$ cat src/rtl/mem_wb_stage.sv
// MEM/WB pipeline stage: holds one instruction, waits for late load data,
// drives the register-file write port and counts retired instructions.
module mem_wb_stage (
    input  logic        clk,
    input  logic        rst,
    input  logic        in_valid,
    output logic        in_ready,
    input  logic        in_reg_write,
    input  logic        in_mem_to_reg,
    input  logic        in_link,
    input  logic [4:0]  in_write_reg,
    input  logic [31:0] in_alu_result,
    input  logic [31:0] in_pc_plus4,
    input  logic [31:0] in_mem_data,
    input  logic        in_mem_ready,
    input  logic        stall_in,
    input  logic        flush,
    output logic        RegWrite,
    output logic [4:0]  write_reg,
    output logic [31:0] write_data,
    output logic [31:0] retired_count
);

    typedef enum logic [1:0] {EMPTY, VALID, LOAD_WAIT} state_t;

    state_t      state, next_state;
    logic        reg_write_q;
    logic [4:0]  write_reg_q;
    logic [31:0] write_data_q;
    logic [31:0] count_q;

    logic        accept;
    logic        load_pending;
    logic        count_en;
    logic [31:0] sel_data;

    always_ff @(posedge clk or negedge rst) begin
        if (!rst) state <= EMPTY;
        else      state <= next_state;
    end

    always_comb begin
        accept       = in_valid && in_ready && !flush;
        load_pending = in_mem_to_reg && !in_link && !in_mem_ready;
        count_en     = (state == VALID) && !flush;
        if (in_link)            sel_data = in_pc_plus4;
        else if (in_mem_to_reg) sel_data = in_mem_data;
        else                    sel_data = in_alu_result;

        next_state = state;
        if (flush) begin
            next_state = EMPTY;
        end else begin
            case (state)
                EMPTY, VALID: begin
                    if (accept)              next_state = load_pending ? LOAD_WAIT : VALID;
                    else if (state == VALID) next_state = EMPTY;
                end
                LOAD_WAIT: if (in_mem_ready) next_state = VALID;
                default:   next_state = EMPTY;
            endcase
        end
    end

    always_comb begin
        in_ready = (state != LOAD_WAIT) && !stall_in;
        RegWrite = (state == VALID) && reg_write_q && (write_reg_q != 5'd0);
    end

    always_ff @(posedge clk or negedge rst) begin
        if (!rst) begin
            reg_write_q  <= 1'b0;
            write_reg_q  <= '0;
            write_data_q <= '0;
            count_q      <= '0;
        end else begin
            if (accept) begin
                reg_write_q <= in_reg_write;
                write_reg_q <= in_write_reg;
                // A pending load keeps the old data visible until it arrives.
                if (!load_pending) write_data_q <= sel_data;
            end else if (state == LOAD_WAIT && in_mem_ready && !flush) begin
                write_data_q <= in_mem_data;
            end
            if (count_en) count_q <= count_q + 32'd1;
        end
    end

    assign write_reg     = write_reg_q;
    assign write_data    = write_data_q;
    assign retired_count = count_q;

endmodule

$ cat config.mk
export PLATFORM = sky130hd
export DESIGN_NAME = mem_wb_stage
export DESIGN_NICKNAME = d
export VERILOG_FILES = /design/src/rtl/mem_wb_stage.sv
export SDC_FILE = /design/constraint.sdc
export NUM_CORES = 1
export LEC_CHECK = 0
export CORE_MARGIN = 2
export CORE_UTILIZATION = 47
export DETAILED_ROUTE_END_ITERATION = 12
export GPL_TIMING_DRIVEN = 0
export HOLD_SLACK_MARGIN = 0.05
export PLACE_DENSITY = 0.86
export SYNTH_ARGS = -nofsm -noshare
export SYNTH_HDL_FRONTEND = slang
export SYNTH_SLANG_ARGS = --single-unit
$ cat constraint.sdc
create_clock -name clk -period 3.35 [get_ports clk]
set_input_delay 0.5025 -clock clk [delete_from_list [all_inputs] [get_ports clk]]
set_output_delay 0.5025 -clock clk [all_outputs]
set_load 0.02 [all_outputs]
==> qor.csv, run 1 <==
stage;metric;value;unit
outcome;status;finished, final reports clean;
power_and_ir_drop;p_leak;2.44;nW
route;via_per_inst;6.01;
setup_path;cp_common_cell;clkbuf_1;
flow_run;warnings;26;
yosys;syn_inst;425;
sta;fin_crit;2.42;ns
setup_path;rr_startpoint;state[1]$_DFFE_PN0P_;
yosys;adder_share;0.293;%
yosys;post_synth_num_cell_types;31;
global_route;grt_start_max_net_pins;73;
place;hpwl;10.2;mm
setup_path;critPathMaxStageDelay;0.53;ns
yosys;top_logic_kind;simple AND/OR/NAND/NOR gates;
floorplanning;die_w;99.3;um
global_route;antenna_found_initial;0;
floorplanning;initCoreUtil;48.7;%
clock_network;clockBufferDepth;2;
yosys;post-synth-top-count-cell;dfrtp_1;
floorplanning;die_h;99.3;um
yosys;synth_top_area_share;42.2;%
setup_path;path_class;input port to flop;
layout;fillers;672;
setup_path;worstPathArrival;2.66;ns
clock_network;cts_tree;done;
yosys;postSynthSeqShare;42.2;%
setup_path;worstPathRequired;3.59;ns
setup_path;critPathSlowestCell;clkdlybuf4s50_1;
sta;drv_slew;0;
yosys;ys_sh_xor;6.36;%
floorplanning;pin_count;181;
setup_path;cp_top_family;buffers and inverters;
sta;slew_headroom;39.1;%
hold_path;hold_class;input port to async pin;
clock_network;cts_buffers;9;
setup_path;critical_path.max_fanout;10;
yosys;async_flop_share;100;%
sta;rsz0062_at_grt;no;
place;place_area;0.00619;sq mm
route;drtIter0Drc;169;
clock_network;root_buffer;clkbuf_8;
setup_path;critPathLaunchType;input port;
clock_network;clk_pin_slew;0.09;ns
sta;layout_worst_path_cycle_share;72.2;%
floorplanning;chip_area;0.00986;sq mm
layout;antenna_cells;0;
sta;tightest_slew;0.913;ns
global_route;gr-total-overflow;0;
layout;fin_area;0.00636;sq mm
setup_path;rrSetupSlack;1.17;ns
setup_path;critPathLaunch;flush;
global_route;grt_first_pass_wirelength;21.8;mm
yosys;synthAoiAreaFrac;13.9;%
sta;finalWorstSetupSlack;0.931;ns
yosys;ys_sh_simple;20.5;%
yosys;yosys_area;0.00427;sq mm
place;place.gp.congestion;0.929;
layout;fin_nets;726;
place;portBuffers;179;
sta;setup_violations;0;
yosys;synthTopCellsByCount;72 x dfrtp_1, 44 x nand4_1, 38 x mux2_2;
yosys;ys.flop_type;dfrtp_1;
power_and_ir_drop;p_per_area;410;mW/mm^2
yosys;ys.flops;72;
yosys;yosysTopAreaCell;dfrtp_1;
yosys;ys_cells;425;
yosys;netlist_area;0.00427;sq mm
route;ant_nets;0;
sta;finClkSkew;0.0159;ns
yosys;fp_nets;536;
clock_network;clk_latency;0.35;ns
setup_path;reg2reg_to;write_data[15]$_DFFE_PN0P_;
clock_network;htreeDepth;3;
clock_network;post_cts_buffers;0;
floorplanning;row_count;34;
setup_path;path_cells;clkdlybuf4s50_1 > clkbuf_1 > clkbuf_1 > nor3b_1 > a32oi_1 > o221ai_1 > mux2_2;
setup_path;setup.worst_path.end;write_data[9]$_DFFE_PN0P_;
layout;drive_above_1_share;11.0;%
clock_network;cts_resized;0;
layout;syn2layout_area_growth;49.1;%
yosys;area_leaders;dfrtp_1 42%, mux2_2 10%, a32oi_1 6.6%;
place;pre_cts_ws;0.580;ns
yosys;yosys_warnings;0;
yosys;syn_avg_cell_area;10.0;sq um
floorplanning;fp.coreArea;0.00876;sq mm
route;route.detailed.drc;0;
setup_path;cp.depth;7;
clock_network;holdBufCountCts;0;
sta;max_freq;413;MHz
power_and_ir_drop;vdd_drop_max;0.000320;V
yosys;ys_sh_mux;10.0;%
yosys;edf_count;0;
sta;finalHoldViolations;0;
flow_run;maxCapViolCount;0;
clock_network;clock-sinks;72;
global_route;grt_pass1_vias;4350;
setup_path;ff2ff_path_depth;6;
setup_path;end_kind;flop;
route;dr.pass1.iters;4;
setup_path;crit_buf_inv;3;
## run 1: layout make-up
| cell class | instances | area (sq um) | area share, % |
|---|---|---|---|
| multi-input cells | 280 | 2180 | 34.3 |
| well taps | 108 | 135 | 2.12 |
| plain buffers | 41 | 166 | 2.61 |
| repair buffers | 179 | 1790 | 28.1 |
| flip-flops and latches | 72 | 1800 | 28.3 |
| clock buffers | 10 | 128 | 2.01 |
| clock inverters | 6 | 43.8 | 0.688 |
| inverters | 32 | 120 | 1.89 |
## run 1: logic make-up (layout without fill, tap and decap cells)
logic type / count (synthesis) / count (layout)
xor+xnor: 31 / 31
simple gates: 141 / 141
mux: 38 / 38
compound gates: 69 / 69
fa+ha+maj: 1 / 1
buf+inv: 73 / 268
flops: 72 / 72
## run 1: per-stage QoR
| stage | cells | power (mW) | setup TNS [ns] | hold WS [ns] |
|---|---|---|---|---|
| 6_report | 728 | 2.61 | 0 | 0.275 |
| 5_1_grt | 728 | 2.73 | 0 | 0.346 |
| 4_1_cts | 728 | 2.63 | 0 | 0.318 |
| 3_5_place_dp | 712 | 2.02 | 0 | 0.462 |
| 3_3_place_gp | 712 | 1.99 | -47.28 | 0.463 |
| 2_1_floorplan | 425 | 1.51 | 0 | 0.207 |
## run 1: worst min-delay path by stage
| stage | slack, ns | endpoint | from |
|---|---|---|---|
| final | 0.27 | retired_count[13]$_DFFE_PN0P_ | rst |
| after global routing | 0.35 | retired_count[25]$_DFFE_PN0P_ | rst |
| after CTS | 0.32 | retired_count[25]$_DFFE_PN0P_ | rst |
| after detailed placement | 0.46 | retired_count[31]$_DFFE_PN0P_ | retired_count[31]$_DFFE_PN0P_ |
| after global placement | 0.46 | retired_count[31]$_DFFE_PN0P_ | retired_count[31]$_DFFE_PN0P_ |
| after floorplan | 0.21 | reg_write_q$_DFFE_PN0N_ | rst |
## run 1: where the power goes
part | internal (mW) | total (mW) | switching [mW]
sequential | 1.00 | 1.10 | 0.0981
clock | 0.270 | 0.607 | 0.337
combinational | 0.484 | 0.904 | 0.419
total | 1.75 | 2.61 | 0.855
## run 1: per-layer routing
metal | vias up | global-route usage [%] | wire (um)
met5 | - | 0 | 0
met4 | 0 | 8.01 | 204
met3 | 19 | 5.90 | 1010
met2 | 192 | 47.6 | 6910
met1 | 2161 | 35.1 | 5540
li1 | 2001 | - | -
## run 1: layout by cell type (no fill, tap or decap), drive strengths merged, types with 4 or more instances in the layout
cell	synthesis	routed
a32oi	32	32
nor3	8	8
clkbuf	26	36
nor3b	33	33
nor2	9	9
dfrtp	72	72
xnor2	26	26
clkinvlp	0	4
nand3	15	15
mux2	38	38
nand2	13	13
and3	5	5
clkdlybuf4s50	0	178
nand4	44	44
buf	15	16
inv	32	33
xor2	5	5
o221ai	32	32
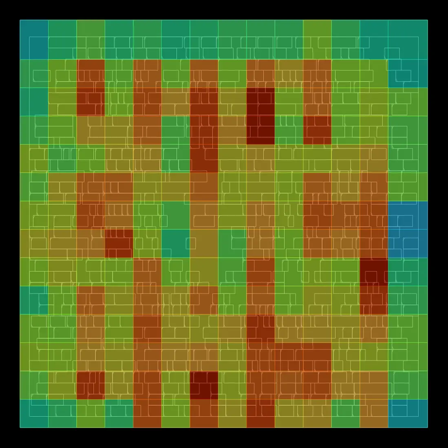
Fig. 1. Routing congestion map (run 1).
met1 Use GR: 35.1%
drt wl/cell: 18.8 um
final core occ: 72.6%
GRT Max-Usage Layer: met2
gr usage total: 27.6%

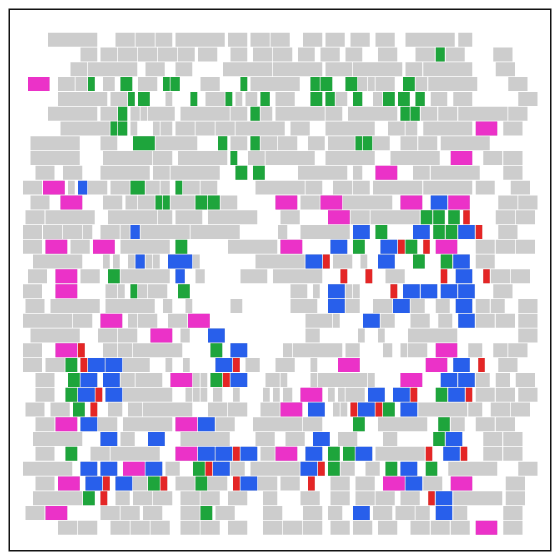
Fig. 2. Selected gate families (run 1).
Key: blue = inverting AOI/OAI gates [cells 69]; magenta = multiplexers [cells 38]; red = inverters [cells 32]; green = NAND gates [cells 77, where widely spread]
logic share of the area: 34.3%
most instantiated logic cell after routing: clkdlybuf4s50_1
number of cells in the finished layout apart from fillers: 728

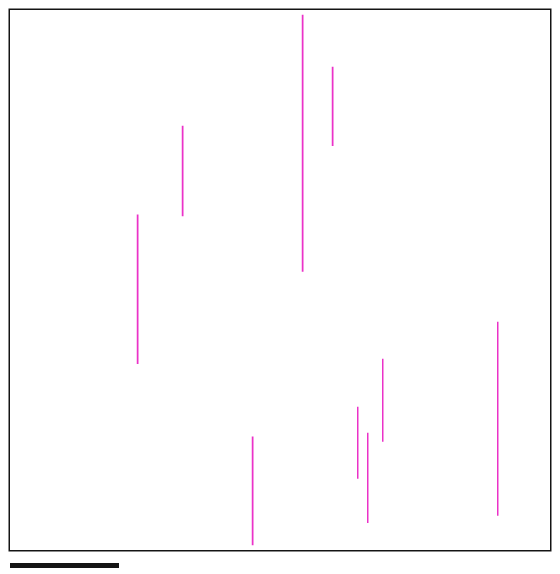
Fig. 3. M4 wires (run 1).
The bar under the picture is 20 um long.
The layer carries 204 um of wire. The wires run mostly vertical. The longest straight run is 46.9 um.
DR vias: 4373
total wire length: 13.7 mm

--- run 2 (diff from run 1) ---
--- a/config.mk
+++ b/config.mk
@@ -6,11 +6,11 @@
 export NUM_CORES = 1
 export LEC_CHECK = 0
 export CORE_MARGIN = 2
-export CORE_UTILIZATION = 47
+export CORE_UTILIZATION = 39
 export DETAILED_ROUTE_END_ITERATION = 12
 export GPL_TIMING_DRIVEN = 0
 export HOLD_SLACK_MARGIN = 0.05
-export PLACE_DENSITY = 0.86
+export PLACE_DENSITY = 0.76
 export SYNTH_ARGS = -nofsm -noshare
 export SYNTH_HDL_FRONTEND = slang
 export SYNTH_SLANG_ARGS = --single-unit
==> constraint.sdc (replaced) <==
create_clock -name clk -period 2.19 [get_ports clk]
set_input_delay 0.3285 -clock clk [delete_from_list [all_inputs] [get_ports clk]]
set_output_delay 0.3285 -clock clk [all_outputs]
set_load 0.02 [all_outputs]
==> run 2 against run 1 <==
  * Sequential cell count stayed put
  * Sequential share of layout area down 0.62 points
  * Die area is 20% higher
  * Global-route usage fell by 3.9 points
  * Non-clock buffer count is 2 higher
  * Clock-buffer cell count grew 1
  * Synthesized cell count unchanged
  * Critical path type is now flop to output pin
==> qor.csv, run 2 <==
stage;metric;value;unit;change
outcome;status;finished, final reports clean;;
sta;tns;0;ns;unchanged
layout;syn2layout_area_growth;52.4;%;
power_and_ir_drop;totalPowerFinal;4.26;mW;+63%
global_route;antenna_found_initial;0;;unchanged
clock_network;clockBufferDepth;2;;unchanged
sta;setup_violations;0;;unchanged
sta;drv_slew;0;;unchanged
sta;layout_worst_path_cycle_share;94.9;%;
yosys;ys.flop_type;dfrtp_1;;
route;dr.pass1.iters;4;;unchanged
flow_run;maxCapViolCount;0;;unchanged
clock_network;htreeDepth;3;;unchanged
global_route;gr-total-overflow;0;;unchanged
clock_network;clk_pin_slew;0.08;ns;about the same
setup_path;critPathLaunchType;flop;;
yosys;ys_cells;425;;unchanged
floorplanning;initCoreUtil;39.7;%;-9.0 points
setup_path;setup.worst_path.end;RegWrite;;
sta;whs;0.405;ns;+0.130 ns
floorplanning;fp.coreArea;0.0107;sq mm;+23%
global_route;grt_first_pass_wirelength;21.9;mm;+0.26%
setup_path;worstPathRequired;1.86;ns;-1.73 ns
yosys;synthTopCellsByCount;72 x dfrtp_1, 44 x nand4_1, 38 x mux2_2;;
sta;finClkSkew;0.0102;ns;-0.00570 ns
route;via_per_inst;5.68;;-5.4%
layout;logic_area;0.00218;sq mm;+0.11%
layout;final_core_util;60.6;%;-12 points
route;routedWlPerCell;18.3;um;-2.8%
clock_network;clock-sinks;72;;unchanged
floorplanning;die_h;109;um;+9.4%
clock_network;root_buffer;clkbuf_8;;
setup_path;rr_startpoint;state[1]$_DFFE_PN0P_;;
sta;rsz0062_at_grt;no;;
place;portBuffers;179;;unchanged
yosys;synth_top_area_share;42.2;%;unchanged
setup_path;critPathSlowestCell;clkdlybuf4s50_1;;
place;pre_cts_ws;-0.433;ns;-1.01 ns
layout;antenna_cells;0;;unchanged
place;place_area;0.00626;sq mm;+1.1%
yosys;async_flop_share;100;%;unchanged
setup_path;worstPathArrival;1.75;ns;-0.91 ns
yosys;syn_avg_cell_area;10.0;sq um;unchanged
global_route;grt_start_max_net_pins;53;;-27%
route;route.detailed.drc;0;;unchanged
power_and_ir_drop;p_leak;2.52;nW;+3.4%
floorplanning;pin_count;181;;unchanged
clock_network;post_cts_buffers;0;;unchanged
yosys;edf_count;0;;unchanged
yosys;post_synth_num_cell_types;31;;unchanged
flow_run;warnings;26;;unchanged
sta;tightest_slew;0.569;ns;-0.344 ns
setup_path;reg2reg_to;write_data[10]$_DFFE_PN0P_;;
layout;lay_top_count;clkdlybuf4s50_1;;
clock_network;clk_latency;0.36;ns;about the same
sta;max_freq;481;MHz;
yosys;yosysTopAreaCell;dfrtp_1;;
route;routed_wl;13.9;mm;+1.6%
yosys;fp_nets;536;;unchanged
route;ant_nets;0;;unchanged
yosys;yosys_area;0.00427;sq mm;unchanged
setup_path;critPathMaxStageDelay;0.62;ns;+0.09 ns
hold_path;hold_class;input port to async pin;;
yosys;postSynthSeqShare;42.2;%;unchanged
yosys;post-synth-top-count-cell;dfrtp_1;;
layout;drive_above_1_share;12.9;%;+1.9 points
place;placed_cells;745;;+4.6%
global_route;grt_util_all_layers;23.7;%;-3.9 points
setup_path;path_cells;nand3b_1 > a21oi_1 > clkdlybuf4s50_1;;
setup_path;end_kind;output pin;;
place;hpwl;10.3;mm;+0.43%
sta;fin_crit;2.08;ns;
setup_path;critical_path.max_fanout;8;;-2
global_route;grt_pass1_vias;4451;;+2.3%
power_and_ir_drop;vdd_drop_max;0.000374;V;+17%
place;place.gp.congestion;0.825;;-11%
setup_path;path_class;flop to output pin;;
power_and_ir_drop;p_per_area;655;mW/mm^2;+60%
==> run 2: cell families (layout without fill, tap and decap cells) <==
logic type	after synthesis	count (layout)	share of synthesized area, %
buffers and inverters	73	269	6.71
XOR/XNOR	31	31	6.36
AND-OR/OR-AND	69	69	13.9
AND/OR/NAND/NOR	141	141	20.5
adder cells (fa/ha/maj)	1	1	0.293
flip-flops	72	72	42.2
multiplexers	38	38	10.0
==> run 2: worst max-delay path, delay by kind of cell (launching register included) <==
kind,cells,cell delay (ns)
buf+inv,1,0.62
flops,1,0.46
simple gates,1,0.19
compound gates,1,0.12
==> run 2: final cells by class <==
cell class / count / share of cell area, %
Multi-Input combinational cell: 280 / 33.6
Tap cell: 140 / 2.69
Inverter: 32 / 1.85
Clock buffer: 11 / 2.17
Buffer: 41 / 2.81
Sequential cell: 72 / 27.7
Clock inverter: 4 / 1.17
Timing Repair Buffer: 181 / 28.1
==> run 2: how the worst min path moves through the flow <==
| stage | startpoint | cells past startpoint | endpoint |
|---|---|---|---|
| after floorplan | rst | 0 | reg_write_q$_DFFE_PN0N_ |
| after global placement | retired_count[31]$_DFFE_PN0P_ | 1 | retired_count[31]$_DFFE_PN0P_ |
| after detailed placement | rst | 1 | retired_count[30]$_DFFE_PN0P_ |
| after CTS | rst | 2 | retired_count[30]$_DFFE_PN0P_ |
| after global routing | rst | 2 | retired_count[30]$_DFFE_PN0P_ |
| final | rst | 2 | retired_count[30]$_DFFE_PN0P_ |
==> run 2: layer usage <==
layer / vias up / global-route usage [%] / share of wire (%)
met3: 23 / 5.86 / 7.7
met4: 0 / 8.97 / 2.1
met5: - / 0 / 0
met1: 2120 / 29.2 / 41
met2: 176 / 40.0 / 49
li1: 2006 / - / -
==> run 2: power by group <==
group	total (mW)	switching [mW]	internal [mW]
clock	1.19	0.522	0.671
sequential	1.67	0.143	1.53
combinational	1.39	0.644	0.749
==> run 2: repair_timing <==
item / CTS / global route
hold endpoints to repair: 20 / 0
endpoints found under the setup margin: 6 / 25
gates resized: 1 / 19
hold buffers: 1 / 0
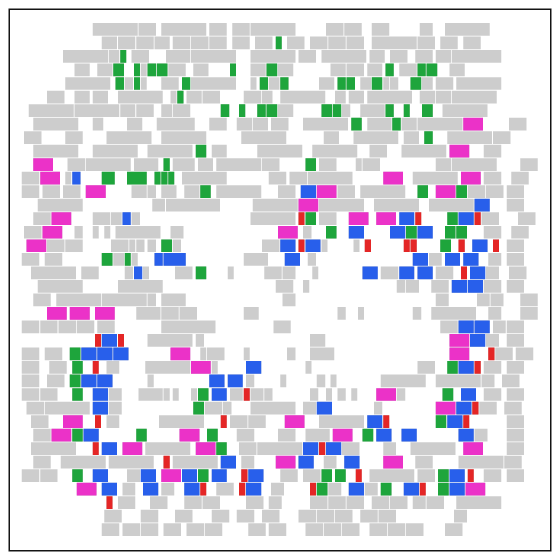
Fig. 4. Selected gate families (run 2).
Key: magenta = multiplexers [cells 38]; blue = inverting AOI/OAI gates [cells 69]; green = NAND gates [cells 77, where widely spread]; red = inverters [cells 32]
logic share of the area: 33.6%
number of cells in the finished layout apart from fillers: 761

Power is estimated from default activity; no workload was simulated.
